**config.mk**
```make
export PLATFORM = sky130hd
export DESIGN_NAME = dds_sin_cos_datapath_flat
export DESIGN_NICKNAME = d
export VERILOG_FILES = /design/src/rtl/dds_sin_cos_datapath_if.sv /design/src/rtl/dds_sin_cos_datapath.sv /design/src/flat_wrapper.sv
export SDC_FILE = /design/constraint.sdc
export NUM_CORES = 1
export LEC_CHECK = 0
export CORE_MARGIN = 1
export CORE_UTILIZATION = 50
export CTS_BUF_LIST = sky130_fd_sc_hd__clkbuf_2
export DETAILED_ROUTE_END_ITERATION = 16
export HOLD_SLACK_MARGIN = 0.05
export MAX_ROUTING_LAYER = met4
export PLACE_DENSITY = 0.9
export SLEW_MARGIN = 0
export SYNTH_ARGS = -nofsm -noshare
export SYNTH_HDL_FRONTEND = slang
export SYNTH_SLANG_ARGS = --single-unit
```
**constraint.sdc**
```tcl
create_clock -name clk -period 7 [get_ports clk]
set_input_delay 1.4 -clock clk [delete_from_list [all_inputs] [get_ports clk]]
set_output_delay 1.4 -clock clk [all_outputs]
set_load 0.005 [all_outputs]
```
**src/rtl/dds_sin_cos_datapath_if.sv**
```systemverilog
`default_nettype none
// ============================================================================
// Module   : dds_sin_cos_datapath_if
// Purpose  : Quarter-wave ROM port bundle between the DDS datapath (master)
//            and a synchronous sin/cos magnitude ROM (slave).
// Revision : 1.0  initial release
// ============================================================================
interface dds_sin_cos_datapath_if #(
  parameter int ADDR_W = 8,
  parameter int DATA_W = 12
);
  // Registered ROM addresses driven by the datapath
  logic [ADDR_W-1:0] rom_sin_addr_o;
  logic [ADDR_W-1:0] rom_cos_addr_o;
  // Unsigned magnitudes returned by the ROM one cycle after the address
  logic [DATA_W-2:0] rom_sin_data_i;
  logic [DATA_W-2:0] rom_cos_data_i;

  modport master (
    output rom_sin_addr_o,
    output rom_cos_addr_o,
    input  rom_sin_data_i,
    input  rom_cos_data_i
  );

  modport slave (
    input  rom_sin_addr_o,
    input  rom_cos_addr_o,
    output rom_sin_data_i,
    output rom_cos_data_i
  );
endinterface
`default_nettype wire

```
**src/rtl/dds_sin_cos_datapath.sv**
```systemverilog
`default_nettype none
// ============================================================================
// Module   : dds_sin_cos_datapath
// Purpose  : DDS phase accumulator with quarter-wave sin/cos folding,
//            sign pipeline aligned to a synchronous ROM, and a strobed
//            output stage producing signed samples plus a valid pulse.
// Revision : 1.0  initial release
// ============================================================================
module dds_sin_cos_datapath #(
  parameter int PHASE_W = 24,
  parameter int ADDR_W  = 8,
  parameter int DATA_W  = 12
) (
  input  wire logic                  clk,
  input  wire logic                  rst,        // asynchronous, active-low
  input  wire logic                  freq_clr,
  input  wire logic                  freq_load,
  input  wire logic                  out_clr,
  input  wire logic                  out_load,
  input  wire logic [PHASE_W-1:0]    ftw_i,
  input  wire logic                  ftw_we_i,
  dds_sin_cos_datapath_if.master     rom_if,
  output logic      [DATA_W-1:0]     sin_o,
  output logic      [DATA_W-1:0]     cos_o,
  output logic                       valid_o,
  output logic      [PHASE_W-1:0]    phase_o
);

  // Output-load pipeline depth: strobe capture plus a two-deep delay line,
  // matching phase -> address -> ROM data -> output register.
  localparam int LD_DEPTH = 3;

  // --------------------------------------------------------------------------
  // Frequency / phase state
  // --------------------------------------------------------------------------
  logic [PHASE_W-1:0] ftw_q,   ftw_d;
  logic [PHASE_W-1:0] phase_q, phase_d;

  // --------------------------------------------------------------------------
  // Stage 1: folded ROM addresses and sign bits
  // --------------------------------------------------------------------------
  logic [1:0]         quad;
  logic [ADDR_W-1:0]  index;
  logic [ADDR_W-1:0]  sin_addr_q, sin_addr_d;
  logic [ADDR_W-1:0]  cos_addr_q, cos_addr_d;
  logic               sin_sgn1_q, sin_sgn1_d;
  logic               cos_sgn1_q, cos_sgn1_d;

  // --------------------------------------------------------------------------
  // Stage 2: signs delayed to line up with ROM data
  // --------------------------------------------------------------------------
  logic               sin_sgn2_q, sin_sgn2_d;
  logic               cos_sgn2_q, cos_sgn2_d;

  // --------------------------------------------------------------------------
  // Output stage
  // --------------------------------------------------------------------------
  logic [DATA_W-1:0]   sin_mag_ext, cos_mag_ext;
  logic [DATA_W-1:0]   sin_samp, cos_samp;
  logic [LD_DEPTH-1:0] ld_q, ld_d;
  logic [DATA_W-1:0]   sin_q, sin_d;
  logic [DATA_W-1:0]   cos_q, cos_d;
  logic                valid_q, valid_d;

  // FTW write is independent of every strobe; the phase update below sees
  // the pre-write value because both read ftw_q.
  always_comb begin
    ftw_d = ftw_q;
    if (ftw_we_i) begin
      ftw_d = ftw_i;
    end
  end

  // Phase accumulator: clear beats load; the carry out of the MSB is dropped.
  always_comb begin
    phase_d = phase_q;
    if (freq_clr) begin
      phase_d = '0;
    end else if (freq_load) begin
      phase_d = phase_q + ftw_q;
    end
  end

  // Split phase into quadrant and truncated table index.
  always_comb begin
    quad  = phase_q[PHASE_W-1 -: 2];
    index = phase_q[PHASE_W-3 -: ADDR_W];
  end

  // Quarter-wave folding: odd quadrants mirror the sin index, cos is the
  // complementary mirror; signs follow the half-plane of each function.
  always_comb begin
    sin_addr_d = quad[0] ? ~index : index;
    cos_addr_d = quad[0] ? index  : ~index;
    sin_sgn1_d = quad[1];
    cos_sgn1_d = quad[1] ^ quad[0];
    sin_sgn2_d = sin_sgn1_q;
    cos_sgn2_d = cos_sgn1_q;
  end

  // Apply the aligned sign to the zero-extended ROM magnitude. The magnitude
  // never reaches 2^(DATA_W-1), so negation cannot overflow.
  always_comb begin
    sin_mag_ext = {1'b0, rom_if.rom_sin_data_i};
    cos_mag_ext = {1'b0, rom_if.rom_cos_data_i};
    sin_samp    = sin_sgn2_q ? ({DATA_W{1'b0}} - sin_mag_ext) : sin_mag_ext;
    cos_samp    = cos_sgn2_q ? ({DATA_W{1'b0}} - cos_mag_ext) : cos_mag_ext;
  end

  // Output stage: out_clr flushes the load pipeline and zeroes the samples;
  // otherwise the oldest load copy captures new samples and pulses valid.
  always_comb begin
    ld_d    = {ld_q[LD_DEPTH-2:0], out_load};
    sin_d   = sin_q;
    cos_d   = cos_q;
    valid_d = 1'b0;
    if (out_clr) begin
      ld_d  = '0;
      sin_d = '0;
      cos_d = '0;
    end else if (ld_q[LD_DEPTH-1]) begin
      sin_d   = sin_samp;
      cos_d   = cos_samp;
      valid_d = 1'b1;
    end
  end

  // FTW and phase registers.
  always_ff @(posedge clk or negedge rst) begin
    if (!rst) begin
      ftw_q   <= '0;
      phase_q <= '0;
    end else begin
      ftw_q   <= ftw_d;
      phase_q <= phase_d;
    end
  end

  // Address and sign pipeline, updated every cycle regardless of strobes.
  always_ff @(posedge clk or negedge rst) begin
    if (!rst) begin
      sin_addr_q <= '0;
      cos_addr_q <= '0;
      sin_sgn1_q <= 1'b0;
      cos_sgn1_q <= 1'b0;
      sin_sgn2_q <= 1'b0;
      cos_sgn2_q <= 1'b0;
    end else begin
      sin_addr_q <= sin_addr_d;
      cos_addr_q <= cos_addr_d;
      sin_sgn1_q <= sin_sgn1_d;
      cos_sgn1_q <= cos_sgn1_d;
      sin_sgn2_q <= sin_sgn2_d;
      cos_sgn2_q <= cos_sgn2_d;
    end
  end

  // Output registers and load delay line.
  always_ff @(posedge clk or negedge rst) begin
    if (!rst) begin
      ld_q    <= '0;
      sin_q   <= '0;
      cos_q   <= '0;
      valid_q <= 1'b0;
    end else begin
      ld_q    <= ld_d;
      sin_q   <= sin_d;
      cos_q   <= cos_d;
      valid_q <= valid_d;
    end
  end

  assign rom_if.rom_sin_addr_o = sin_addr_q;
  assign rom_if.rom_cos_addr_o = cos_addr_q;
  assign sin_o   = sin_q;
  assign cos_o   = cos_q;
  assign valid_o = valid_q;
  assign phase_o = phase_q;

endmodule
`default_nettype wire

```
**src/flat_wrapper.sv**
```systemverilog
// flat-port wrapper written by rule: the top's interface ports become plain ports
module dds_sin_cos_datapath_flat 
#(
  parameter int PHASE_W = 24,
  parameter int ADDR_W  = 8,
  parameter int DATA_W  = 12
)
  (clk, rst, freq_clr, freq_load, out_clr, out_load, ftw_i, ftw_we_i, sin_o, cos_o, valid_o, phase_o, rom_if_rom_sin_addr_o, rom_if_rom_cos_addr_o, rom_if_rom_sin_data_i, rom_if_rom_cos_data_i);
  dds_sin_cos_datapath_if #(.ADDR_W(ADDR_W), .DATA_W(DATA_W)) rom_if_i ();
  input  wire logic clk;
  input  wire logic rst;
  input  wire logic freq_clr;
  input  wire logic freq_load;
  input  wire logic out_clr;
  input  wire logic out_load;
  input  wire logic [PHASE_W-1:0] ftw_i;
  input  wire logic ftw_we_i;
  output logic      [DATA_W-1:0] sin_o;
  output logic      [DATA_W-1:0] cos_o;
  output logic valid_o;
  output logic      [PHASE_W-1:0] phase_o;
  output wire logic [$bits(rom_if_i.rom_sin_addr_o)-1:0] rom_if_rom_sin_addr_o;
  output wire logic [$bits(rom_if_i.rom_cos_addr_o)-1:0] rom_if_rom_cos_addr_o;
  input wire logic [$bits(rom_if_i.rom_sin_data_i)-1:0] rom_if_rom_sin_data_i;
  input wire logic [$bits(rom_if_i.rom_cos_data_i)-1:0] rom_if_rom_cos_data_i;
  assign rom_if_rom_sin_addr_o = rom_if_i.rom_sin_addr_o;
  assign rom_if_rom_cos_addr_o = rom_if_i.rom_cos_addr_o;
  assign rom_if_i.rom_sin_data_i = rom_if_rom_sin_data_i;
  assign rom_if_i.rom_cos_data_i = rom_if_rom_cos_data_i;
  dds_sin_cos_datapath #(.PHASE_W(PHASE_W), .ADDR_W(ADDR_W), .DATA_W(DATA_W)) u_core (.clk(clk), .rst(rst), .freq_clr(freq_clr), .freq_load(freq_load), .out_clr(out_clr), .out_load(out_load), .ftw_i(ftw_i), .ftw_we_i(ftw_we_i), .rom_if(rom_if_i), .sin_o(sin_o), .cos_o(cos_o), .valid_o(valid_o), .phase_o(phase_o));
endmodule
```
Fig. 1: run 1, clock wiring as the flow saved it
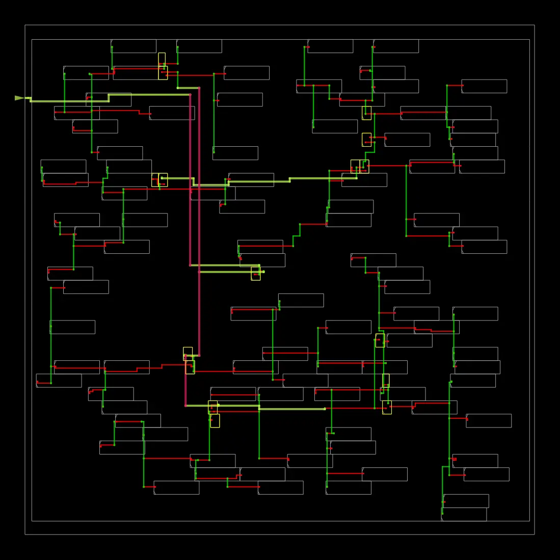
clock sink count: 96
insertion delay at the late pin of the worst-skew pair: 560 ps

Fig. 2: run 1, placed cells, one colour a class
Scale: 3 px per um.
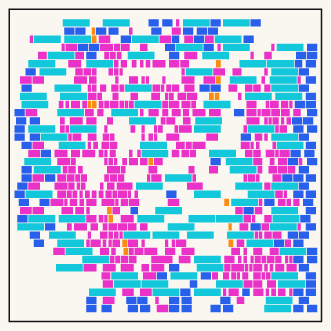
[remaining logic cells] magenta | cells: 375
[clock drivers and dummy loads] orange | cells: 16
[remaining buffers and delay cells] blue | cells: 121
[sequential cells] cyan | cells: 96
Rows: 36
flop share of the area: 0.3696
final core occ: 0.6559

Fig. 3: run 1, cell area per tile
Scale: 4 px per um. The die is cut into 10 by 10 equal tiles; black is low, pale yellow is high, 0 to 100% covered.
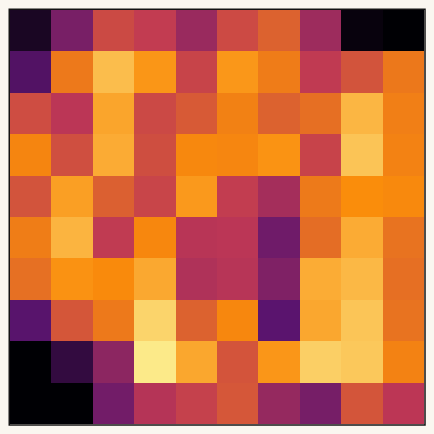
emptiest ninth of the die: lower left
nearly empty tiles: 4.0%
fullest tile: 96%
tiles over 75% full: 25%
mean over tiles: 59%

==> results.json, run 1 <==
{
  "reg2reg_from": "u_core.phase_o[0]",
  "netlist_top_cells_area": "dfrtp_1 (47%), ha_1 (6.1%), mux2_2 (5.2%)",
  "period_used_share": 0.4885,
  "p_per_area_nw_per_um2": 248.1,
  "ff_latch_area_sq_um": 2402,
  "critPathTopFamily": "flip-flops",
  "use_met1": 0.3119,
  "cp_data_arrival_time_ps": 2020,
  "finClkSkew_ps": 12.73,
  "grt_pass1_vias": 4089,
  "use_met3": 0.04468,
  "ios": 118,
  "clkbuf_count": 10,
  "ys.flops": 96,
  "buf_share": 0.1844,
  "combGateArea_sq_um": 2592,
  "fin_tns_setup_ps": 0,
  "comb_power_mw": 0.671,
  "switchingPower_mw": 0.5763,
  "post-synth-top-area-cell": "dfrtp_1",
  "first_iter_violations": 171,
  "final.min_clock_period_ps": 3419,
  "core_area_sq_um": 9910,
  "portBuffers": 117,
  "syn_area_sq_um": 5160,
  "root_buffer": "clkbuf_2",
  "rsz0062_at_grt": "false",
  "power.share.clock": 0.137,
  "synth-edff-count": 0,
  "drc_errors": 0,
  "place_congestion": 0.8920,
  "cp_slowest_cell": "dfrtp_1",
  "cts_setup_buffers": 0,
  "syn_inst": 495,
  "ys_sh_simple": 0.1149,
  "place_inst": 725,
  "ff_type": "dfrtp_1",
  "ctsHoldBuffers": 0,
  "power_frac_seq": 0.447,
  "synthTopCellsByCount": "dfrtp_1 (96), nor2_1 (47), nand2_1 (31), ha_1 (25)",
  "dp_hpwl_mm": 8.822,
  "via_per_inst": 5.626,
  "drv_slew": 0,
  "maxCapViolCount": 0,
  "die-area_sq_um": 10730,
  "dp_slack_ps": 3670,
  "most-common-layout-cells": "clkdlybuf4s50_1 (116), dfrtp_1 (96), nor2_1 (47)",
  "inv_count": 17,
  "yosysTopAreaCellShare": 0.4656,
  "final_cell_area_sq_um": 6500,
  "p_int_mw": 1.036,
  "worst_pin_slew_ps": 1025,
  "track_usage": 0.2417,
  "async_flop_share": 1.000,
  "worstPathCellList": "clkdlybuf4s50_1",
  "synthXorXnorAreaFrac": 0.06959,
  "grt_max_degree": 57,
  "run_status": "complete, no violations",
  "cts_resized": 0,
  "vias": 4169,
  "power_leader": "sequential cells",
  "ys_area_sq_um": 5160,
  "max_slew_margin": 0.3144,
  "wl_per_cell_um": 16.26,
  "lay_top_count": "clkdlybuf4s50_1",
  "drive_gt1_frac": 0.08224,
  "min_from": "u_core.cos_sgn1_q",
  "place_area_sq_um": 6424,
  "fmax_ghz": 0.2925
}
[run 1: final timing paths]
check                           slack (ps)  cells after the start            endpoint
worst max-delay path                  3580                      1         phase_o[22]
worst min-delay path                   380                      0   u_core.cos_sgn2_q
worst max register to register        4280                      9  u_core.phase_o[16]
worst min register to register         380                      0   u_core.cos_sgn2_q
max in group asynchronous             5120                      2     u_core.sin_o[0]
min in group asynchronous              770                      1     u_core.cos_o[1]
[run 1: state kept, by name (all words and copies together) (netlist names)]
register	count
u_core.sin_o	12
u_core.rom_if.rom_sin_addr_o	8
u_core.cos_o	12
u_core.valid_o	1
u_core.ld_q	3
u_core.sin_sgn2_q	1
u_core.phase_o	24
u_core.ftw_q	24
u_core.cos_sgn2_q	1
u_core.rom_if.rom_cos_addr_o	8
u_core.cos_sgn1_q	1
u_core.sin_sgn1_q	1
==> run 1 -> run 2 <==
- CORE_UTILIZATION: 50 -> 47
- PLACE_DENSITY: 0.9 -> 0.89
- clock period: 7 -> 2.8 ns (I/O delays scaled with it)
Fig. 4: run 2, cell area per tile
Scale: 4 px per um. The die is cut into 11 by 11 equal tiles; black is low, pale yellow is high, 0 to 100% covered.
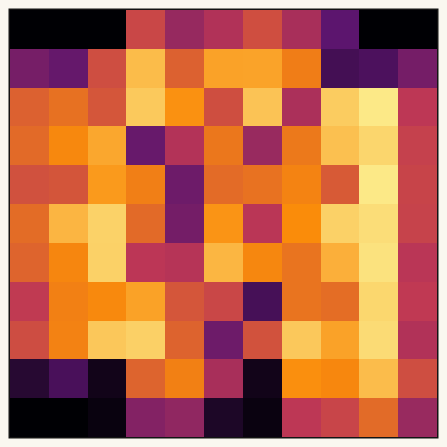
final core occ: 0.6313
floorplan core area: 10460 sq um
FP Core Util: 0.4932

==> results.json, run 2 <==
{
  "run_status": "complete, no violations",
  "ff_type": "dfrtp_1",
  "reg2reg_from": "u_core.phase_o[0]",
  "final_cell_area_sq_um": 6605,
  "cp_slowest_cell": "dfrtp_1",
  "final.min_clock_period_ps": 2532,
  "async_flop_share": 1.000,
  "via_per_inst": 5.581,
  "netlist_top_cells_area": "dfrtp_1 (47%), ha_1 (6.1%), mux2_2 (5.2%)",
  "portBuffers": 117,
  "power.share.clock": 0.169,
  "ys_area_sq_um": 5160,
  "ys_sh_simple": 0.1149,
  "p_int_mw": 2.710,
  "reg2reg_to": "u_core.phase_o[16]",
  "post-synth-top-area-cell": "dfrtp_1",
  "cts_resized": 0,
  "cp.buffers_inverters": 0,
  "min_from": "u_core.sin_sgn1_q",
  "syn_area_sq_um": 5160,
  "dp_slack_ps": 297.1,
  "wl_per_cell_um": 16.60,
  "power_frac_seq": 0.426,
  "power_leader": "sequential cells",
  "holdPathStages": 0,
  "comb_power_mw": 1.70,
  "r2r_slack_ps": 270,
  "vias": 4180,
  "p_per_area_nw_per_um2": 634.7,
  "die-area_sq_um": 11400,
  "rr_worst_depth": 9,
  "use_met3": 0.03647,
  "synth-edff-count": 0,
  "grt_max_degree": 56,
  "clock_net_power_mw": 0.709,
  "crit_path_end": "u_core.phase_o[16]",
  "swShare": 0.3536,
  "rsz0062_at_grt": "false",
  "ys_sh_adder": 0.06450,
  "synthTopCellsByCount": "dfrtp_1 (96), nor2_1 (47), nand2_1 (31), ha_1 (25)",
  "cts_setup_buffers": 0,
  "cts_tree": "done",
  "place_area_sq_um": 6470,
  "syn_inst": 495,
  "synthXorXnorAreaFrac": 0.06959,
  "place_inst": 732,
  "worstPathCellList": "ha_1 -> fa_1 -> a21o_1 -> a31o_2 -> a31oi_1 -> a31oi_1 -> or3_1 -> nand3_1 -> a21oi_1",
  "cp.depth": 9,
  "rows": 37,
  "min_to": "u_core.sin_sgn2_q",
  "lay_top_count": "clkdlybuf4s50_1",
  "drive_gt1_frac": 0.09299,
  "critPathTopFamily": "AND-OR/OR-AND gates",
  "root_buffer": "clkbuf_2",
  "use_met1": 0.2820,
  "grt_pass1_vias": 4281,
  "final_nets": 687,
  "max_slew_margin": 0.3057,
  "hold_violations": 0,
  "worst_pin_slew_ps": 1038,
  "ctsHoldBuffers": 1,
  "fin_tns_setup_ps": 0,
  "clkLatencyLatePin_ps": 560,
  "dp_hpwl_mm": 9.329,
  "powerSeq_mw": 1.78,
  "cts.sinks": 96,
  "yosysTopAreaCellShare": 0.4656,
  "timing.final.setup_violations": 0,
  "cp_data_arrival_time_ps": 3030,
  "track_usage": 0.2349,
  "drv_slew": 0,
  "finClkSkew_ps": 17.93,
  "fmax_ghz": 0.3949,
  "switchingPower_mw": 1.482,
  "drc_errors": 0,
  "first_iter_violations": 230,
  "synthAoiAreaFrac": 0.1632,
  "ys.flops": 96,
  "yosysMostFrequentCell": "dfrtp_1",
  "place_congestion": 0.9216,
  "maxCapViolCount": 0,
  "most-common-layout-cells": "clkdlybuf4s50_1 (116), dfrtp_1 (96), nor2_1 (47)",
  "warnings": 26,
  "period_used_share": 0.9044,
  "ios": 118
}
==> run 2: final cells by class <==
| type | count | area [sq um] |
|---|---|---|
| repair buffers | 126 | 1251 |
| clock inverters | 7 | 80.08 |
| multi-input cells | 358 | 2592 |
| well taps | 136 | 170.2 |
| clock buffers | 9 | 45.04 |
| inverters | 17 | 63.81 |
| flip-flops and latches | 96 | 2402 |
| fillers | 852 | 3857 |
==> run 2: kinds of logic after synthesis <==
kind of cell             after synthesis
AND/OR/NAND/NOR                      125
flip-flops                            96
AND-OR/OR-AND                        123
multiplexers                          43
adder cells (fa/ha/maj)               26
buffers and inverters                 41
XOR/XNOR                              41
==> run 2 -> run 3 <==
- MAX_ROUTING_LAYER: met4 -> not set
Fig. 5: run 3, clock wiring as the flow saved it
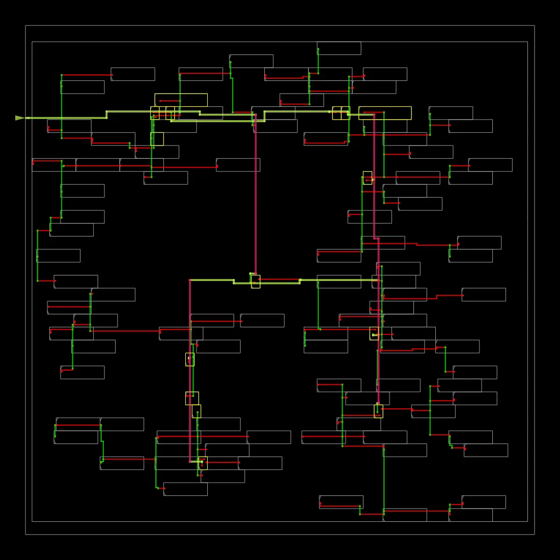
CLK BUF: 9
insertion delay at the late pin of the worst-skew pair: 590 ps
clk_skew: 21.71 ps

==> results.json, run 3 <==
{
  "run_status": "complete, no violations",
  "reg2reg_from": "u_core.phase_o[4]",
  "portBuffers": 117,
  "inv_count": 17,
  "netlist_top_cells_area": "dfrtp_1 (47%), ha_1 (6.1%), mux2_2 (5.2%)",
  "clock_area_frac": 0.01969,
  "period_used_share": 0.9107,
  "root_buffer": "clkbuf_2",
  "buf_share": 0.1893,
  "place_congestion": 0.9128,
  "first_iter_violations": 283,
  "r2r_slack_ps": 250,
  "rows": 37,
  "hold_violations": 0,
  "buffers": 126,
  "fp_util": 0.4932,
  "grt_max_degree": 51,
  "dp_slack_ps": 298.2,
  "ys.flops": 96,
  "grt_pass1_vias": 4246,
  "cp.buffers_inverters": 0,
  "comb_area_frac": 0.3922,
  "use_met3": 0.03891,
  "syn_area_sq_um": 5160,
  "holdPathStages": 0,
  "rr_worst_depth": 8,
  "tap_cells": 136,
  "drive_gt1_frac": 0.09150,
  "most-common-layout-cells": "clkdlybuf4s50_1 (116), dfrtp_1 (96), nor2_1 (47)",
  "post-synth-top-area-cell": "dfrtp_1",
  "cp_slowest_cell": "dfrtp_1",
  "largest_class": "combinational gates",
  "async_flop_share": 1.000,
  "ctsHoldBuffers": 1,
  "timing.final.setup_violations": 0,
  "ys_area_sq_um": 5160,
  "track_usage": 0.2274,
  "place_inst": 732,
  "cts_resized": 0,
  "die-area_sq_um": 11400,
  "warnings": 26,
  "ios": 118,
  "synthTopCellsByCount": "dfrtp_1 (96), nor2_1 (47), nand2_1 (31), ha_1 (25)",
  "fin_tns_setup_ps": 0,
  "switchingPower_mw": 1.452,
  "final_cell_area_sq_um": 6610
}
-- run 3: cells by family after synthesis --
logic type,synth area share
AND-OR/OR-AND,0.1632
XOR/XNOR,0.06959
adder cells (fa/ha/maj),0.06450
buffers and inverters,0.03201
AND/OR/NAND/NOR,0.1149
multiplexers,0.09020
flip-flops,0.4656
-- run 3: routing by layer --
metal / part of all wire / routed length [um]
met5: 0 / 0
met2: 0.51 / 6234
met4: 0.015 / 186
met1: 0.42 / 5203
met3: 0.058 / 718
-- run 3: power groups by stage --
stage | Combinational [mW] | Clock (mW) | Sequential (mW)
finish | 1.70 | 0.749 | 1.78
CTS | 1.70 | 0.769 | 1.79
global route | 1.86 | 0.832 | 1.82
detailed placement | 1.68 | 0 | 1.81
global placement | 1.63 | 0 | 1.80
floorplan | 1.01 | 0 | 1.78

==> layout pictures side by side <==
Pin map.
Scale: 4 px per um. Pins as bars across the die edge, other pins in grey.
picture 1
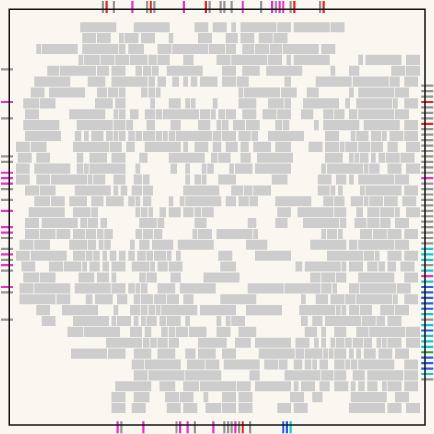
picture 2
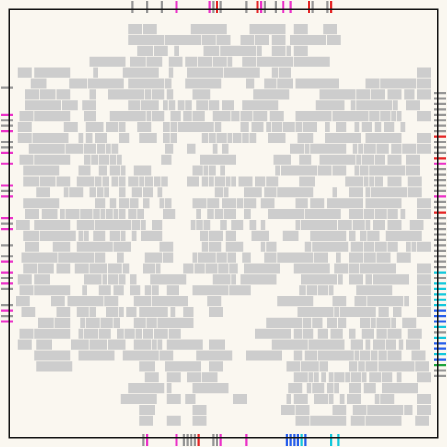
picture 1: run 1
picture 2: run 2

Power and IR drop assume default switching activity.
